Fig. 1: run 1, metal 1
Supply wires on this layer in grey.
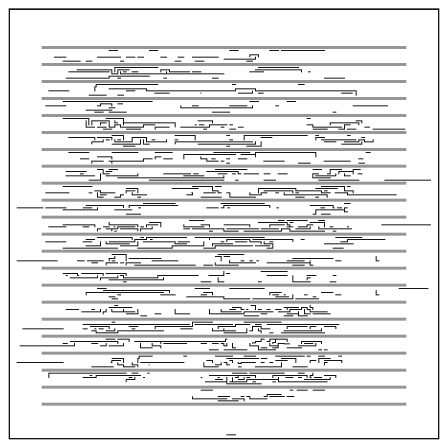
Fig. 2: run 1, met2 routing
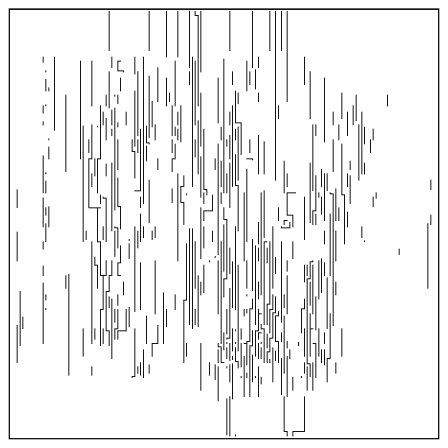
Fig. 3: run 1, met3 routing
The bar under the picture is 20 um long. Cells faint in the background.
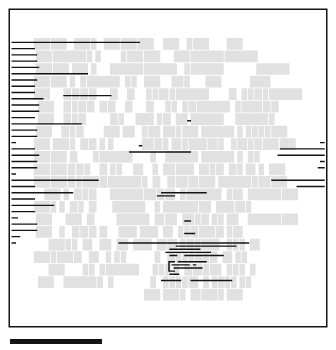
===== config.mk =====
export PLATFORM = sky130hd
export DESIGN_NAME = uart_tx_arbiter
export DESIGN_NICKNAME = d
export VERILOG_FILES = /design/src/rtl/uart_tx_arbiter.sv
export SDC_FILE = /design/constraint.sdc
export NUM_CORES = 1
export LEC_CHECK = 0
export ABC_AREA = 1
export CAP_MARGIN = 15
export CORE_MARGIN = 5
export CORE_UTILIZATION = 44
export DETAILED_ROUTE_END_ITERATION = 10
export PLACE_DENSITY = 0.79
export SYNTH_ARGS = -nofsm -noshare
export SYNTH_HDL_FRONTEND = slang
export SYNTH_SLANG_ARGS = --single-unit

===== constraint.sdc =====
create_clock -name clk -period 2.1 [get_ports clk]
set_clock_uncertainty 0.15 [all_clocks]
set_input_delay 0.315 -clock clk [delete_from_list [all_inputs] [get_ports clk]]
set_output_delay 0.315 -clock clk [all_outputs]
set_load 0.05 [all_outputs]

===== src/rtl/uart_tx_arbiter.sv =====
// Round-robin arbiter that shares one 8N1 UART transmitter between N_REQ byte sources.
// It takes one byte per valid/ack handshake and follows tx_ready through each frame.
module uart_tx_arbiter #(
  parameter int N_REQ          = 4,
  parameter int ID_W           = 2,
  parameter int ACCEPT_TIMEOUT = 8
) (
  input  logic                 clk,
  input  logic                 rst_n,
  input  logic [N_REQ-1:0]     req_valid,
  input  logic [8*N_REQ-1:0]   req_data,
  output logic [N_REQ-1:0]     req_ack,
  output logic                 tx_start,
  output logic [7:0]           tx_data,
  input  logic                 tx_ready,
  output logic [ID_W-1:0]      grant_id,
  output logic                 busy,
  output logic                 done,
  output logic                 err
);

  typedef enum logic [1:0] {
    IDLE      = 2'd0,
    START     = 2'd1,
    WAIT_BUSY = 2'd2,
    WAIT_DONE = 2'd3
  } state_t;

  localparam int CNT_W = (ACCEPT_TIMEOUT > 2) ? $clog2(ACCEPT_TIMEOUT) : 1;
  localparam logic [CNT_W-1:0] CNT_LAST = CNT_W'(ACCEPT_TIMEOUT - 1);
  localparam logic [ID_W:0]    N_WRAP   = (ID_W+1)'(N_REQ);
  localparam logic [ID_W-1:0]  ID_LAST  = ID_W'(N_REQ - 1);

  state_t               state_r;
  state_t               state_nx_s;
  logic [ID_W-1:0]      rr_ptr_r;
  logic [ID_W-1:0]      rr_ptr_nx_s;
  logic [CNT_W-1:0]     cnt_r;
  logic [CNT_W-1:0]     cnt_nx_s;
  logic [N_REQ-1:0]     ack_nx_s;
  logic                 start_nx_s;
  logic                 done_nx_s;
  logic                 err_nx_s;
  logic [7:0]           data_nx_s;
  logic [ID_W-1:0]      grant_nx_s;

  logic                 win_found_s;
  logic [ID_W-1:0]      win_idx_s;
  logic [ID_W:0]        cand_sum_s;
  logic [ID_W-1:0]      cand_s;
  logic                 cand_hit_s;

  // Winner search: first valid requester at or after rr_ptr, wrapping past N_REQ-1.
  always_comb begin
    win_found_s = 1'b0;
    win_idx_s   = '0;
    cand_sum_s  = '0;
    cand_s      = '0;
    cand_hit_s  = 1'b0;
    for (int i = 0; i < N_REQ; i++) begin
      cand_sum_s  = {1'b0, rr_ptr_r} + (ID_W+1)'(i);
      cand_sum_s  = (cand_sum_s >= N_WRAP) ? (cand_sum_s - N_WRAP) : cand_sum_s;
      cand_s      = cand_sum_s[ID_W-1:0];
      cand_hit_s  = !win_found_s && req_valid[cand_s];
      win_idx_s   = cand_hit_s ? cand_s : win_idx_s;
      win_found_s = win_found_s | cand_hit_s;
    end
  end

  // Next-state and next-output logic; every output below is registered.
  always_comb begin
    state_nx_s  = state_r;
    rr_ptr_nx_s = rr_ptr_r;
    cnt_nx_s    = cnt_r;
    ack_nx_s    = '0;
    start_nx_s  = 1'b0;
    done_nx_s   = 1'b0;
    err_nx_s    = 1'b0;
    data_nx_s   = tx_data;
    grant_nx_s  = grant_id;
    case (state_r)
      IDLE: begin
        if (tx_ready && win_found_s) begin
          data_nx_s   = req_data[{win_idx_s, 3'b000} +: 8];
          grant_nx_s  = win_idx_s;
          ack_nx_s    = N_REQ'(1) << win_idx_s;
          rr_ptr_nx_s = (win_idx_s == ID_LAST) ? '0 : (win_idx_s + ID_W'(1));
          state_nx_s  = START;
        end else begin
          state_nx_s  = IDLE;
        end
      end
      START: begin
        start_nx_s = 1'b1;
        cnt_nx_s   = '0;
        state_nx_s = WAIT_BUSY;
      end
      WAIT_BUSY: begin
        if (!tx_ready) begin
          state_nx_s = WAIT_DONE;
        end else if (cnt_r == CNT_LAST) begin
          // Transmitter never took the byte: drop it and report.
          err_nx_s   = 1'b1;
          state_nx_s = IDLE;
        end else begin
          cnt_nx_s   = cnt_r + CNT_W'(1);
        end
      end
      WAIT_DONE: begin
        if (tx_ready) begin
          done_nx_s  = 1'b1;
          state_nx_s = IDLE;
        end else begin
          state_nx_s = WAIT_DONE;
        end
      end
      default: begin
        state_nx_s = IDLE;
      end
    endcase
  end

  // State, pointer, counter and output registers.
  always_ff @(posedge clk) begin
    if (!rst_n) begin
      state_r  <= IDLE;
      rr_ptr_r <= '0;
      cnt_r    <= '0;
      req_ack  <= '0;
      tx_start <= 1'b0;
      tx_data  <= 8'h00;
      grant_id <= '0;
      busy     <= 1'b0;
      done     <= 1'b0;
      err      <= 1'b0;
    end else begin
      state_r  <= state_nx_s;
      rr_ptr_r <= rr_ptr_nx_s;
      cnt_r    <= cnt_nx_s;
      req_ack  <= ack_nx_s;
      tx_start <= start_nx_s;
      tx_data  <= data_nx_s;
      grant_id <= grant_nx_s;
      busy     <= (state_nx_s != IDLE);
      done     <= done_nx_s;
      err      <= err_nx_s;
    end
  end

endmodule


==> out/results.ini, run 1 <==
[logic_synthesis]
synth_warnings = 0
top_cells_by_area = dfxtp_1, nand2_1, nand3_1, inv_1, nor2_1
synth.avg_cell_area_sq_um = 6.26
ys_chip_area_sq_um = 1510
edf_count = 0
synth.logic.top_family = simple AND/OR/NAND/NOR gates
ys_seq_share_pct = 33.2
synthesis.nets = 282
synth-cells-yosys = 241
synth.largest_area_cell = dfxtp_1
post_synthesis_share_of_cell_area_spent_on_full_adders_half_adders_and_majority_gates_pct = 1.66
yosys.cell_count.top_type = nand2_1
netlist-cell-type-count = 26
commonest_cells_in_the_synthesized_netlist = nand2_1, nand3_1, inv_1, dfxtp_1, nor2_1
ys_seq_elements = 25
synth_top_area_share_pct = 33.2
synth-simple-area-share_pct = 49.9
xor_area_share_pct = 0
synthFlopType = dfxtp_1
synth_async_sr_flop_share_pct = 0
post_synth_mux_area_share_pct = 0
gate_count_post_synth = 241
synthesis.area_sq_um = 1510
post_synth_ao_oa_area_fraction_pct = 3.98

[worst_setup_path]
count_of_buffering_cells_on_the_critical_path_with_inverters_included = 1
critical-path-slowest-cell = clkdlybuf4s50_1
critPathRequiredTime_ns = 1.63
worst_path_dominant_cell_family = buffers and inverters
worstRegToRegCells = 13
reg_to_reg_setup_timing_slack_ns = 0.12
worstSetupStartpointType = register
crit_path_cell_trace = clkdlybuf4s50_1
r2r-start = rr_ptr_r[0]$_SDFFE_PN0P_
worstPathMaxFanout = 2
critical_path.endpoint = tx_data[7]
path_depth = 1
worstReg2RegEnd = tx_data[3]$_SDFFE_PN0P_
slowest_stage_delay_on_critical_path_ns = 0.81
arrival_ns = 1.54
crit_path_start = tx_data[7]$_SDFFE_PN0P_
timing.critical_path.to_type = primary output
setup.worst_path.class = register to primary output

[finish]
n_fill_cell = 279
finalNonFillerCells = 359
finish.instance_area_sq_um = 2320
layout_cell_share_with_drive_strength_beyond_1_pct = 16.6
fin_nets = 355
postLayoutCoreUtil_pct = 69.6
layout_area_growth_over_synthesis_pct = 54.0
n_antenna_cell = 0

[detailed_routing]
detail_route.vias_per_cell = 4.81
drt_pre_antenna_iters = 4
routedWlPerCell_um = 11.4
drcViolationCount = 0
drt_iter0_drc = 153
antenna_left = 0

[global_route]
grt_start_max_net_pins = 16
grt_pass1_wl_um = 6490
grt_overflow = 0
number_of_global_route_vias_before_repair = 1564
antenna_found_initial = 0
global_route.usage.total_pct = 17.8

[final_timing]
maxSlewHeadroom_pct = 65.6
post-route-min-period_ns = 2.00
smallest_hold_slack_ns = 0.317
tns_ns = 0
finalMaxSlewViolations = 0
setup_viol = 0
timing.final.hold_violations = 0
maxClockFrequency_mhz = 500
final_critical_path_setup_slack_ns = 0.0994
measured_slew_at_the_worst_slew_check_pin_ns = 0.514

[clocking]
cts.root.buffer_cell = clkbuf_4
clock_transition_at_the_registers_of_the_reported_paths_ns = 0.14
hold_buf_cts = 0
numCtsBuffers = 3
cts_num_sinks = 25
insertion_delay_ns = 0.33
clk_path_buf_depth = 2
cts_tree = done
cts.htree.levels = 1

[pwr]
power.share.switching_pct = 50.1
p_clk_share_pct = 6.3
p_leak_nw = 1.11
power-per-cell-area_nw_per_um2 = 1580
share_comb_of_total_power_pct = 74.4
net-switching-power_mw = 1.84
finalPower_mw = 3.67
share_seq_of_total_power_pct = 19.3
internal_power_mw = 1.83
vdd_ir_drop_max_uv = 992

[die]
design.portCount = 57
die_h_um = 68.6
die_width_um = 68.6
rows = 21
design.core.area_sq_um = 3340
floorplanUtilization_pct = 45.2
chip_area_sq_um = 4700

[placed_design]
place.detailed.instances = 354
postPlaceCellArea_sq_um = 2240
detailed_place_hpwl_um = 3130
dpl_worst_slack_ns = -0.162
numPortBuffers = 56

[status]
outcome = finished clean

[job]
openroad.warnings = 27
max_cap_violations = 0

[hold_path]
holdCritPathClass = register to register

## Picture notes: Fig. 1
The wires run mostly horizontal. The layer holds 42% of the routed length. The longest straight run is 17.0 um. 319 nets have wire on it. The layer carries 1730 um of wire.
via total after detailed routing: 1727
met1 track demand over resource: 22.8%
wire length after detailed routing: 4090 um

## Picture notes: Fig. 2
275 nets have wire on it. The wires run mostly vertical. The layer carries 1910 um of wire. The longest straight run is 27.0 um.
met2 track demand over resource in global routing: 29.1%

## Picture notes: Fig. 3
The layer holds 9.8% of the routed length. The longest straight run is 28.1 um.
met3 track utilization from global routing: 4.54%

## run 1: layout make-up
type / instances / area [sq um] / share of cell area [%]
multi-input cells: 178 / 866 / 37.3
repair buffers: 74 / 744 / 32.0
flip-flops and latches: 25 / 503 / 21.6
inverters: 32 / 123 / 5.28
well taps: 46 / 57.6 / 2.48
clock buffers: 3 / 22.5 / 0.969
clock inverters: 1 / 7.51 / 0.323
## run 1: power groups by stage
stage / clock [mW] / sequential [mW] / combinational (mW)
after floorplan: 0 / 1.10 / 1.31
after global placement: 0 / 0.706 / 2.56
after detailed placement: 0 / 0.703 / 2.58
after CTS: 0.237 / 0.696 / 2.60
after global routing: 0.249 / 0.724 / 2.99
final: 0.231 / 0.708 / 2.73
## run 1: cells by family (layout without fill, tap and decap cells)
| logic type | after synthesis | after routing |
|---|---|---|
| buffers and inverters | 38 | 110 |
| adder cells (fa/ha/maj) | 2 | 2 |
| AND-OR/OR-AND | 11 | 11 |
| flip-flops | 25 | 25 |
| AND/OR/NAND/NOR | 165 | 165 |
## run 1: worst min path at each step
| stage | from | end | slack [ns] | cells past startpoint |
|---|---|---|---|---|
| 6_report | tx_data[4]$_SDFFE_PN0P_ | tx_data[4]$_SDFFE_PN0P_ | 0.32 | 2 |
| 2_1_floorplan | cnt_r[0]$_SDFFE_PN0P_ | cnt_r[0]$_SDFFE_PN0P_ | 0.28 | 1 |
| 3_5_place_dp | tx_data[5]$_SDFFE_PN0P_ | tx_data[5]$_SDFFE_PN0P_ | 0.30 | 2 |
| 5_1_grt | tx_data[3]$_SDFFE_PN0P_ | tx_data[3]$_SDFFE_PN0P_ | 0.33 | 2 |
| 3_3_place_gp | tx_data[5]$_SDFFE_PN0P_ | tx_data[5]$_SDFFE_PN0P_ | 0.29 | 2 |
| 4_1_cts | tx_data[5]$_SDFFE_PN0P_ | tx_data[5]$_SDFFE_PN0P_ | 0.32 | 2 |
## run 1: cells in the final DEF (no fill, tap or decap), types with 2 or more instances in the layout
| cell type | count |
|---|---|
| nand2_1 | 72 |
| clkdlybuf4s50_1 | 56 |
| nand3_1 | 47 |
| inv_1 | 28 |
| dfxtp_1 | 23 |
| nor2_1 | 17 |
| nand2_2 | 12 |
| buf_4 | 12 |
| nor2_2 | 4 |
| a21oi_1 | 4 |
| inv_2 | 3 |
| nor2_4 | 3 |
| clkbuf_4 | 3 |
| buf_12 | 3 |
| buf_6 | 3 |
| o21ai_1 | 2 |
| nor3_1 | 2 |
| nand3_2 | 2 |
| nand2_4 | 2 |
| o21ai_0 | 2 |
| ha_1 | 2 |
| dfxtp_2 | 2 |
## run 1: registers in the layout (all words and copies together), names as in the netlist, 2 cells and up
signal    cells
req_ack       4
grant_id      2
state_r       2
tx_data       8
rr_ptr_r      2
cnt_r         3
## run 1: repair_timing
| action | CTS | global route |
|---|---|---|
| setup endpoints to repair | 0 | 11 |
| setup buffers | 0 | 1 |
| gates resized | 0 | 15 |
## run 1: routing by layer
layer / global-route usage [%] / vias to the layer above / wire length [um]
met1: 22.8 / 736 / 1730
met3: 4.54 / 7 / 401
met5: 0 / - / 0
met4: 5.71 / 0 / 51
li1: - / 904 / -
met2: 29.1 / 80 / 1910
==> run 1 -> run 2 <==
Settings changed: PLACE_DENSITY 0.79 to 0.83.
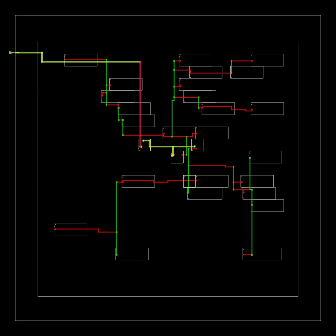
Fig. 4. Clock wiring as the flow saved it (run 2).
clock sink total: 25
total number of sequential cells: 25

==> out/results.ini, run 2 <==
[status]
outcome = finished clean

[detailed_routing]
routedWlPerCell_um = 11.1
detail_route.wirelength_um = 4000
drt_pre_antenna_iters = 4
route.vias.total = 1731
drcViolationCount = 0
drt_iter0_drc = 124
detail_route.vias_per_cell = 4.81
antenna_left = 0

[final_timing]
post-route-min-period_ns = 1.97
finalMaxSlewViolations = 0
measured_slew_at_the_worst_slew_check_pin_ns = 0.529
maxClockFrequency_mhz = 507
maxSlewHeadroom_pct = 64.6
tns_ns = 0
timing.final.hold_violations = 0
timing.final.crit_share_pct = 94.0
setup_viol = 0

[logic_synthesis]
synth.largest_area_cell = dfxtp_1
ys_chip_area_sq_um = 1510
synth.avg_cell_area_sq_um = 6.26
yosys.cell_count.top_type = nand2_1
commonest_cells_in_the_synthesized_netlist = nand2_1, nand3_1, inv_1, dfxtp_1, nor2_1
synth_async_sr_flop_share_pct = 0
netlist-cell-type-count = 26
ys_seq_elements = 25
synthFlopType = dfxtp_1
synth_warnings = 0
gate_count_post_synth = 241
synth-cells-yosys = 241
synthesis.area_sq_um = 1510
ys_seq_share_pct = 33.2
synthesis.nets = 282
synth_top_area_share_pct = 33.2
top_cells_by_area = dfxtp_1, nand2_1, nand3_1, inv_1, nor2_1
edf_count = 0

[worst_setup_path]
setup.worst_path.class = register to primary output
slowest_stage_delay_on_critical_path_ns = 0.82
arrival_ns = 1.51
timing.critical_path.to_type = primary output
worstPathMaxFanout = 2
count_of_buffering_cells_on_the_critical_path_with_inverters_included = 1
critPathRequiredTime_ns = 1.63
worst_path_dominant_cell_family = buffers and inverters
critical-path-slowest-cell = clkdlybuf4s50_1
crit_path_cell_trace = clkdlybuf4s50_1
worstSetupStartpointType = register

[finish]
n_antenna_cell = 0
layout_cell_share_with_drive_strength_beyond_1_pct = 16.9
n_fill_cell = 291
final_cell_mix = nand2_1, clkdlybuf4s50_1, nand3_1, inv_1, dfxtp_1
finalNonFillerCells = 360
layout_area_growth_over_synthesis_pct = 53.1
largest_reg_flops = 8
fin_nets = 356
largest_registers = tx_data: 8 flops, req_ack: 4 flops, cnt_r: 3 flops
finish.instance_area_sq_um = 2310
largest-register = tx_data
layout.cells.most_common = nand2_1

[placed_design]
postPlaceCellArea_sq_um = 2230
place.detailed.instances = 356
detailed_place_hpwl_um = 3230
gp_congestion = 0.886
numPortBuffers = 56

[clocking]
cts.root.buffer_cell = clkbuf_4
clk_path_buf_depth = 2
cts.htree.levels = 1
clock_transition_at_the_registers_of_the_reported_paths_ns = 0.14
cts_tree = done
insertion_delay_ns = 0.32
numCtsBuffers = 3

[global_route]
antenna_found_initial = 0
grt_start_max_net_pins = 16
grt_pass1_wl_um = 6370
grt_overflow = 0
global_route.usage.total_pct = 17.3
number_of_global_route_vias_before_repair = 1582

[job]
openroad.warnings = 26
max_cap_violations = 0

[die]
floorplanUtilization_pct = 45.2
chip_area_sq_um = 4700
die_h_um = 68.6
die_width_um = 68.6
design.core.area_sq_um = 3340
design.portCount = 57
rows = 21

[pwr]
p_leak_nw = 1.11
finalPower_mw = 3.50
power-per-cell-area_nw_per_um2 = 1510
vdd_ir_drop_max_uv = 865

[hold_path]
holdCritPathClass = register to register

run 2: metrics by stage:
| stage | hold WS, ns | utilization [%] | setup WS, ns |
|---|---|---|---|
| after floorplan | 0.282 | - | 0.378 |
| after global placement | 0.290 | 66.9 | -0.160 |
| after detailed placement | 0.298 | 66.9 | -0.183 |
| after CTS | 0.322 | 67.8 | 0.102 |
| after global routing | 0.350 | 69.2 | -0.0105 |
| final | 0.322 | 69.2 | 0.126 |
run 2: path summary, 6_finish.rpt:
path | from | endpoint | slack, ns | cells past startpoint
worst max-delay path | grant_id[1]$_SDFFE_PN0P_ | grant_id[1] | 0.13 | 1
worst min-delay path | tx_data[3]$_SDFFE_PN0P_ | tx_data[3]$_SDFFE_PN0P_ | 0.32 | 2
worst max register to register | rr_ptr_r[0]$_SDFFE_PN0P_ | tx_data[4]$_SDFFE_PN0P_ | 0.14 | 13
worst min register to register | tx_data[3]$_SDFFE_PN0P_ | tx_data[3]$_SDFFE_PN0P_ | 0.32 | 2
run 2: layout make-up:
cell class / count / area, sq um / share of cell area, %
clock buffer: 3 / 22.5 / 0.975
inverter: 32 / 123 / 5.31
multi-input combinational: 178 / 867 / 37.5
timing repair buffer: 75 / 727 / 31.5
sequential: 25 / 505 / 21.9
clock inverter: 1 / 7.51 / 0.325
tap: 46 / 57.6 / 2.49
run 2: logic make-up (layout without fill, tap and decap cells):
logic type / after synthesis / in the layout / synth area share [%]
and+or+nand+nor: 165 / 165 / 49.9
adders and majority gates: 2 / 2 / 1.66
DFF: 25 / 25 / 33.2
buffers and inverters: 38 / 111 / 11.3
AOI/OAI and AO/OA: 11 / 11 / 3.98
run 2: timing repair:
item,in CTS,in global routing
resized,0,15
buffers inserted,0,0
hold buffers,0,0
setup endpoints to repair,0,10
run 2: where the power goes:
part | leakage, nW | internal, mW | switching, mW | total, mW
combinational | 0.893 | 1.01 | 1.55 | 2.56
sequential | 0.205 | 0.623 | 0.0880 | 0.711
clock | 0.0139 | 0.0726 | 0.150 | 0.223
total | 1.11 | 1.71 | 1.79 | 3.50
run 2: routing by layer:
layer | global-route usage [%] | wire, um | vias up | share of wire (%)
met5 | 0 | 0 | - | 0
met3 | 5.02 | 353 | 2 | 8.8
met4 | 2.23 | 19 | 0 | 0.47
met1 | 21.9 | 1660 | 768 | 42
met2 | 29.7 | 1970 | 50 | 49
li1 | - | - | 911 | -
Power and IR drop assume default switching activity.
